`src/rtl/wb_intc_if.sv`:
```
`default_nettype none
// ============================================================================
// Module      : wb_intc_if
// Description : Wishbone slave bus bundle for the interrupt controller.
//               Signal names keep the Wishbone _i/_o suffixes as seen from
//               the slave side.
// Revision    : 1.0 - initial release
// ============================================================================
interface wb_intc_if;
    logic        cyc_i;
    logic        stb_i;
    logic        we_i;
    logic [29:0] adr_i;
    logic [3:0]  sel_i;
    logic [31:0] dat_i;
    logic        ack_o;
    logic [31:0] dat_o;

    modport master (
        output cyc_i, stb_i, we_i, adr_i, sel_i, dat_i,
        input  ack_o, dat_o
    );

    modport slave (
        input  cyc_i, stb_i, we_i, adr_i, sel_i, dat_i,
        output ack_o, dat_o
    );
endinterface
`default_nettype wire

```
`src/rtl/wb_intc.sv`:
```
`default_nettype none
// ============================================================================
// Module      : wb_intc
// Description : Wishbone-slave interrupt controller. Synchronises and
//               edge-detects IRQS sources into a PENDING register, masks
//               them with ENABLE and GIE, and presents a fixed-priority
//               request/vector to the CPU interface until it acknowledges.
// Revision    : 1.0 - initial release
// ============================================================================
module wb_intc #(
    parameter int IRQS     = 8,
    parameter int VEC_BASE = 64
) (
    input  logic            clk_i,
    input  logic            rst_i,
    wb_intc_if.slave        wb,
    input  logic [IRQS-1:0] irq_src,
    output logic            irq_req,
    output logic [7:0]      irq_vec,
    input  logic            irq_ack
);

    localparam logic [1:0] c_ADR_PENDING = 2'd0;
    localparam logic [1:0] c_ADR_ENABLE  = 2'd1;
    localparam logic [1:0] c_ADR_CTRL    = 2'd2;
    localparam logic [1:0] c_ADR_STATUS  = 2'd3;

    typedef enum logic [1:0] {
        S_IDLE = 2'd0,
        S_REQ  = 2'd1,
        S_HOLD = 2'd2
    } state_t;

    // ------------------------------------------------------------------
    // Declarations
    // ------------------------------------------------------------------
    logic [IRQS-1:0] r_sync1;
    logic [IRQS-1:0] r_sync2;
    logic [IRQS-1:0] r_sync3;
    logic [IRQS-1:0] w_edge;

    logic            r_ack;
    logic [31:0]     r_dat;
    logic [IRQS-1:0] r_pend;
    logic [IRQS-1:0] r_enable;
    logic            r_gie;
    logic [4:0]      r_idx;
    logic [7:0]      r_vec;

    state_t          r_state;
    state_t          w_state_next;
    logic            w_load;
    logic            w_ack_fire;

    logic            w_access;
    logic            w_wr;
    logic            w_wr_pend;
    logic            w_wr_enable;
    logic            w_wr_ctrl;
    logic [31:0]     w_bmask;
    logic [31:0]     w_wdata;
    logic [IRQS-1:0] w_lane_mask;
    logic [IRQS-1:0] w_w1c;
    logic [IRQS-1:0] w_ack_clr;
    logic [31:0]     w_rdata;

    logic [IRQS-1:0] w_elig;
    logic [4:0]      w_win_idx;
    logic [7:0]      w_win_vec;
    logic            w_unused;

    // ------------------------------------------------------------------
    // Bus decode
    // ------------------------------------------------------------------
    // A strobe is only taken while no ack is outstanding, which yields the
    // single registered ack and the every-other-cycle back-to-back rate.
    assign w_access    = wb.cyc_i & wb.stb_i & ~r_ack;
    assign w_wr        = w_access & wb.we_i;
    assign w_wr_pend   = w_wr & (wb.adr_i[1:0] == c_ADR_PENDING);
    assign w_wr_enable = w_wr & (wb.adr_i[1:0] == c_ADR_ENABLE);
    assign w_wr_ctrl   = w_wr & (wb.adr_i[1:0] == c_ADR_CTRL);

    assign w_bmask     = {{8{wb.sel_i[3]}}, {8{wb.sel_i[2]}},
                          {8{wb.sel_i[1]}}, {8{wb.sel_i[0]}}};
    assign w_wdata     = wb.dat_i & w_bmask;
    assign w_lane_mask = w_bmask[IRQS-1:0];
    assign w_w1c       = w_wr_pend ? w_wdata[IRQS-1:0] : '0;

    // Ack is qualified by cyc so an aborted cycle never sees a stray ack.
    assign wb.ack_o    = r_ack & wb.cyc_i;
    assign wb.dat_o    = r_dat;

    assign irq_req     = (r_state == S_REQ);
    assign irq_vec     = r_vec;

    // Upper address and data bits beyond IRQS carry no state.
    assign w_unused    = ^{wb.adr_i[29:2], w_wdata, w_bmask};

    // ------------------------------------------------------------------
    // Source conditioning
    // ------------------------------------------------------------------
    assign w_edge = r_sync2 & ~r_sync3;

    // Two-flop synchroniser plus a history flop for rising-edge detection.
    always_ff @(posedge clk_i or posedge rst_i) begin
        if (rst_i) begin
            r_sync1 <= '0;
            r_sync2 <= '0;
            r_sync3 <= '0;
        end else begin
            r_sync1 <= irq_src;
            r_sync2 <= r_sync1;
            r_sync3 <= r_sync2;
        end
    end

    // ------------------------------------------------------------------
    // Priority selection
    // ------------------------------------------------------------------
    assign w_elig = r_pend & r_enable & {IRQS{r_gie}};

    // Lowest eligible index wins; scanning downward leaves it last written.
    always_comb begin
        w_win_idx = 5'd0;
        for (int i = IRQS - 1; i >= 0; i--) begin
            if (w_elig[i]) begin
                w_win_idx = 5'(i);
            end
        end
    end

    assign w_win_vec = 8'(VEC_BASE) + {3'b000, w_win_idx};

    // One-hot clear of the latched source when the CPU acknowledges.
    always_comb begin
        w_ack_clr = '0;
        for (int i = 0; i < IRQS; i++) begin
            w_ack_clr[i] = w_ack_fire & (r_idx == 5'(i));
        end
    end

    // ------------------------------------------------------------------
    // Request FSM
    // ------------------------------------------------------------------
    // State register.
    always_ff @(posedge clk_i or posedge rst_i) begin
        if (rst_i) begin
            r_state <= S_IDLE;
        end else begin
            r_state <= w_state_next;
        end
    end

    // Next state; REQ ignores mask changes because an IACK may be in flight.
    always_comb begin
        w_state_next = r_state;
        w_load       = 1'b0;
        w_ack_fire   = 1'b0;
        case (r_state)
            S_IDLE: begin
                if (|w_elig) begin
                    w_load       = 1'b1;
                    w_state_next = S_REQ;
                end
            end
            S_REQ: begin
                if (irq_ack) begin
                    w_ack_fire   = 1'b1;
                    w_state_next = S_HOLD;
                end
            end
            S_HOLD: begin
                w_state_next = S_IDLE;
            end
            default: begin
                w_state_next = S_IDLE;
            end
        endcase
    end

    // Latch the winning source and vector as the request is raised.
    always_ff @(posedge clk_i or posedge rst_i) begin
        if (rst_i) begin
            r_idx <= 5'd0;
            r_vec <= 8'd0;
        end else if (w_load) begin
            r_idx <= w_win_idx;
            r_vec <= w_win_vec;
        end
    end

    // ------------------------------------------------------------------
    // Registers
    // ------------------------------------------------------------------
    // PENDING: a new edge overrides any clear from software or acknowledge.
    always_ff @(posedge clk_i or posedge rst_i) begin
        if (rst_i) begin
            r_pend <= '0;
        end else begin
            r_pend <= (r_pend & ~(w_w1c | w_ack_clr)) | w_edge;
        end
    end

    // ENABLE and GIE with per-byte-lane write masking.
    always_ff @(posedge clk_i or posedge rst_i) begin
        if (rst_i) begin
            r_enable <= '0;
            r_gie    <= 1'b0;
        end else begin
            if (w_wr_enable) begin
                r_enable <= (r_enable & ~w_lane_mask) |
                            (w_wdata[IRQS-1:0] & w_lane_mask);
            end
            if (w_wr_ctrl && wb.sel_i[0]) begin
                r_gie <= wb.dat_i[0];
            end
        end
    end

    // Read-data mux; STATUS has no write path.
    always_comb begin
        w_rdata = 32'd0;
        case (wb.adr_i[1:0])
            c_ADR_PENDING: w_rdata = 32'(r_pend);
            c_ADR_ENABLE:  w_rdata = 32'(r_enable);
            c_ADR_CTRL:    w_rdata = {31'd0, r_gie};
            c_ADR_STATUS:  w_rdata = {15'd0, (r_state == S_REQ), r_vec,
                                      3'd0, r_idx};
            default:       w_rdata = 32'd0;
        endcase
    end

    // Registered ack and read data, valid together one cycle after strobe.
    always_ff @(posedge clk_i or posedge rst_i) begin
        if (rst_i) begin
            r_ack <= 1'b0;
            r_dat <= 32'd0;
        end else begin
            r_ack <= w_access;
            r_dat <= w_access ? w_rdata : 32'd0;
        end
    end

endmodule
`default_nettype wire

```
`src/flat_wrapper.sv`:
```
// flat-port wrapper written by rule: the top's interface ports become plain ports
module wb_intc_flat 
#(
    parameter int IRQS     = 8,
    parameter int VEC_BASE = 64
)
  (clk_i, rst_i, irq_src, irq_req, irq_vec, irq_ack, wb_cyc_i, wb_stb_i, wb_we_i, wb_adr_i, wb_sel_i, wb_dat_i, wb_ack_o, wb_dat_o);
  wb_intc_if wb_i ();
  input  logic clk_i;
  input  logic rst_i;
  input  logic [IRQS-1:0] irq_src;
  output logic irq_req;
  output logic [7:0] irq_vec;
  input  logic irq_ack;
  input wire logic [$bits(wb_i.cyc_i)-1:0] wb_cyc_i;
  input wire logic [$bits(wb_i.stb_i)-1:0] wb_stb_i;
  input wire logic [$bits(wb_i.we_i)-1:0] wb_we_i;
  input wire logic [$bits(wb_i.adr_i)-1:0] wb_adr_i;
  input wire logic [$bits(wb_i.sel_i)-1:0] wb_sel_i;
  input wire logic [$bits(wb_i.dat_i)-1:0] wb_dat_i;
  output wire logic [$bits(wb_i.ack_o)-1:0] wb_ack_o;
  output wire logic [$bits(wb_i.dat_o)-1:0] wb_dat_o;
  assign wb_i.cyc_i = wb_cyc_i;
  assign wb_i.stb_i = wb_stb_i;
  assign wb_i.we_i = wb_we_i;
  assign wb_i.adr_i = wb_adr_i;
  assign wb_i.sel_i = wb_sel_i;
  assign wb_i.dat_i = wb_dat_i;
  assign wb_ack_o = wb_i.ack_o;
  assign wb_dat_o = wb_i.dat_o;
  wb_intc #(.IRQS(IRQS), .VEC_BASE(VEC_BASE)) u_core (.clk_i(clk_i), .rst_i(rst_i), .wb(wb_i), .irq_src(irq_src), .irq_req(irq_req), .irq_vec(irq_vec), .irq_ack(irq_ack));
endmodule
```
`config.mk`:
```
export PLATFORM = sky130hd
export DESIGN_NAME = wb_intc_flat
export DESIGN_NICKNAME = d
export VERILOG_FILES = /design/src/rtl/wb_intc_if.sv /design/src/rtl/wb_intc.sv /design/src/flat_wrapper.sv
export SDC_FILE = /design/constraint.sdc
export NUM_CORES = 1
export LEC_CHECK = 0
export ABC_CLOCK_PERIOD_IN_PS = 5000
export CAP_MARGIN = 20
export CORE_MARGIN = 1
export CORE_UTILIZATION = 29
export DETAILED_ROUTE_END_ITERATION = 10
export PLACE_DENSITY = 0.58
export SETUP_SLACK_MARGIN = 0.5
export SLEW_MARGIN = 20
export SYNTH_ARGS = -nofsm -noshare
export SYNTH_HDL_FRONTEND = slang
export SYNTH_SLANG_ARGS = --single-unit
```
`constraint.sdc`:
```
create_clock -name clk_i -period 5 [get_ports clk_i]
set_input_delay 0.5 -clock clk_i [delete_from_list [all_inputs] [get_ports clk_i]]
set_output_delay 0.5 -clock clk_i [all_outputs]
set_load 0.005 [all_outputs]
```
Fig. 1: cell classes on the final placement
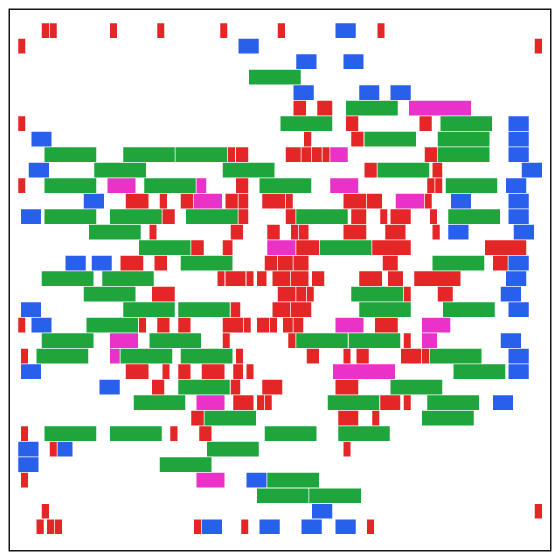
Key: other buffers and delay cells = blue [cells 44]; flip-flops = green [cells 61]; clock drivers and dummy loads = magenta [cells 16]; all other logic = red [cells 138]
final design utilization: 38.53%
core area: 8258 um2

Fig. 2: clock nets
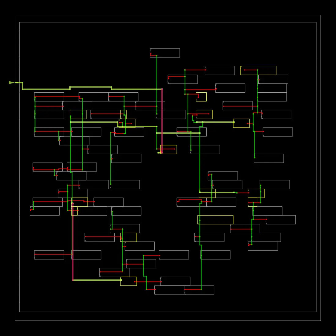
flop count: 61
clk_skew: 6.461 ps

Fig. 3: drive-strength map
Bar = 20 um.
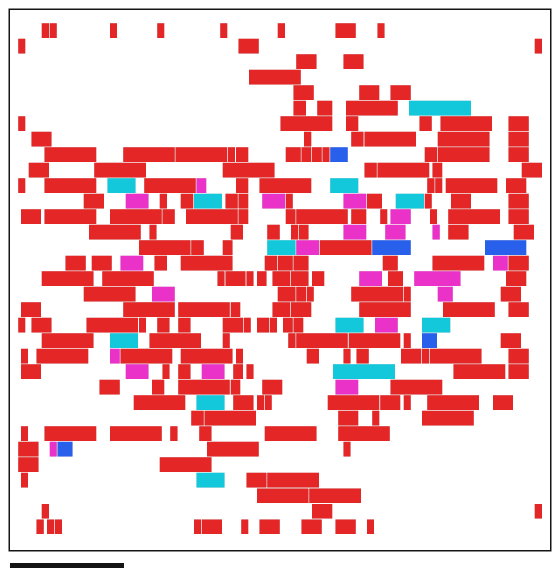
Key: drive 1 or less = red [cells 221, share 85%, most used dfrtp_1]; drive 3 to 4 = blue [cells 5, share 1.9%]; drive 6 and up = cyan [cells 12, share 4.6%, most used clkbuf_8]; drive 2 = magenta [cells 21, share 8.1%, most used mux2_2]
layout overhead on the synthesized area: 27.60%
Finished Cell Area: 3182 um2
buffers outside the clock class: 44
worst setup margin: 2851 ps

==> reports/metrics.csv <==
stage;metric;value;unit
outcome;outcome;finished, final reports clean;
worst_setup_path;Reg-to-Reg Start;u_core.r_ack$_DFF_PP0_;
synth;count leader, synth;dfrtp_1;
synth;Largest logic family;simple AND/OR/NAND/NOR gates;
worst_setup_path;Setup crit end;wb_ack_o;
place;hpwl dp;3.281;mm
die;Ports;122;
pwr;part of the power in combinational logic;17.3;%
drt;Via Count;1573;
worst_setup_path;R2R Setup Slk;3240;ps
worst_setup_path;critical path depth;3;
die;FP Util;30.20;%
synth;warnings from Yosys;0;
clocking;number of post-CTS setup repair buffers;0;
pwr;Logic power comb;0.227;mW
clocking;CTS Buffer Depth;2;
synth;Yosys Instances;203;
die;Die W;94.73;um
drt;DRC viols;0;
timing;fin crit share;42.97;%
worst_setup_path;Slowest-stage cell, CP;clkdlybuf4s50_1;
drt;WL/cell;13.03;um
clocking;H-tree levels;3;
timing;hold slack;351.5;ps
drt;Iteration-0 DRC Markers;101;
timing;slew margin rel.;49.43;%
synth;sequential area share after synthesis;61.21;%
pwr;Main power group;registers;
drt;Pre-antenna DRT Iters;5;
pwr;Sw Pwr;0.3526;mW
pwr;Reg power frac;46.3;%
timing;final hold viol count;0;
synth;Synth area leader;dfrtp_1;
worst_setup_path;Setup Crit Path Kind;in2out;
timing;RSZ-0062 raised after global routing;no;
clocking;register clock-pin slew on the reported worst setup and hold paths;70;ps
global_route;initial antenna violation count;0;
drt;Post-Route WL;4.744;mm
final_layout;Nets;334;
worst_setup_path;CP startpoint;wb_cyc_i;
final_layout;# diodes;0;
die;Die Size;8974;um2
timing;Final TNS setup;0;ps
Fig. 4: sequential cells colored by netlist name
Bar = 20 um. Other sequential cells in the stronger gray, the rest of the logic in the fainter gray.
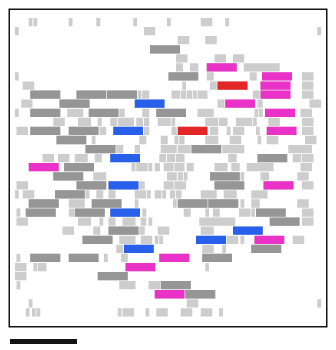
Key: u_core.irq_vec = red [sequential cells 2]; u_core.r_pend = blue [sequential cells 8]; u_core.wb.dat_o = magenta [sequential cells 13]
Another 38 sequential cells are not colored.
flip-flop and latch share of the layout cell area: 47.97%
register area: 1526 um2
sequential power: 0.610 mW

Fig. 5: clock wires, drivers and flops
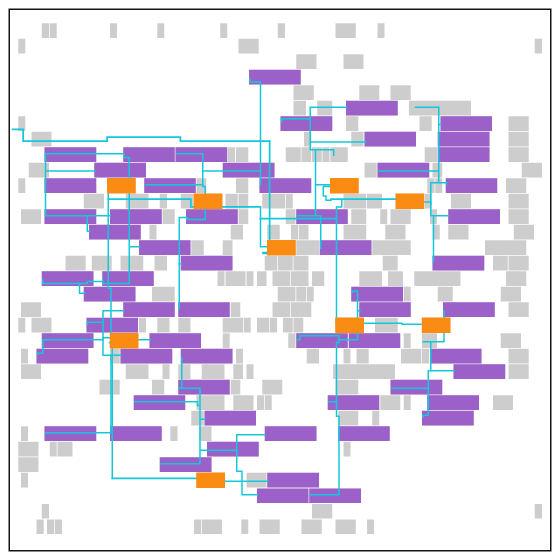
Key: clock wires = cyan [length 770 um]; flip-flops = purple [count 61]; cells driving clock nets = orange [count 9]
There are 10 routed clock nets.
Clk pwr share: 36.5%
Power Clock: 0.481 mW
clk_lat worst skew: 330 ps

metrics by stage:
stage          total power [mW]  utilization (%)  setup WS, ps  cells
4_1_cts                   1.338            38.53          2842    364
3_5_place_dp             0.8492            35.82          2496    348
5_1_grt                   1.398            38.53          2810    364
6_report                  1.318            38.53          2851    364
2_1_floorplan            0.7464                -          2987    225
3_3_place_gp             0.8441            35.82          2498    348
layer usage:
layer | share of wire (%) | global-route usage, % | wire, um | up-vias
li1 | - | - | - | 750
met1 | 46 | 14.83 | 2173 | 755
met2 | 46 | 16.79 | 2182 | 64
met3 | 7.3 | 4.831 | 344 | 4
met4 | 0.91 | 5.682 | 43 | 0
met5 | 0 | 0 | 0 | -
cells in the final DEF (no fill, tap or decap), drive strengths merged, types with 6 or more instances in the layout:
| cell type | Yosys | layout |
|---|---|---|
| dfrtp | 61 | 61 |
| clkdlybuf4s50 | 0 | 43 |
| conb | 1 | 23 |
| and2 | 14 | 14 |
| nand2 | 13 | 13 |
| mux2 | 12 | 12 |
| inv | 12 | 12 |
| nor2 | 10 | 10 |
| clkbuf | 0 | 10 |
| o21ai | 7 | 7 |
| o22ai | 6 | 6 |
cell type report:
type,count,area [um2],share of cell area [%]
Sequential cell,61,1526,47.97
Timing Repair Buffer,44,437.9,13.76
Clock buffer,10,137.6,4.326
Inverter,12,45.04,1.416
Multi-Input combinational cell,126,817.0,25.68
Clock inverter,6,86.33,2.713
Tap cell,105,131.4,4.129
worst reg2reg max path, cell delays in order (launching register included):
cell      delay, ps
dfrtp_1         370
nand3b_4        180
inv_2           100
nand3_2         100
nor3b_4         500
mux2_2          400
No activity file was given, so power comes from the tool's default toggle rates.
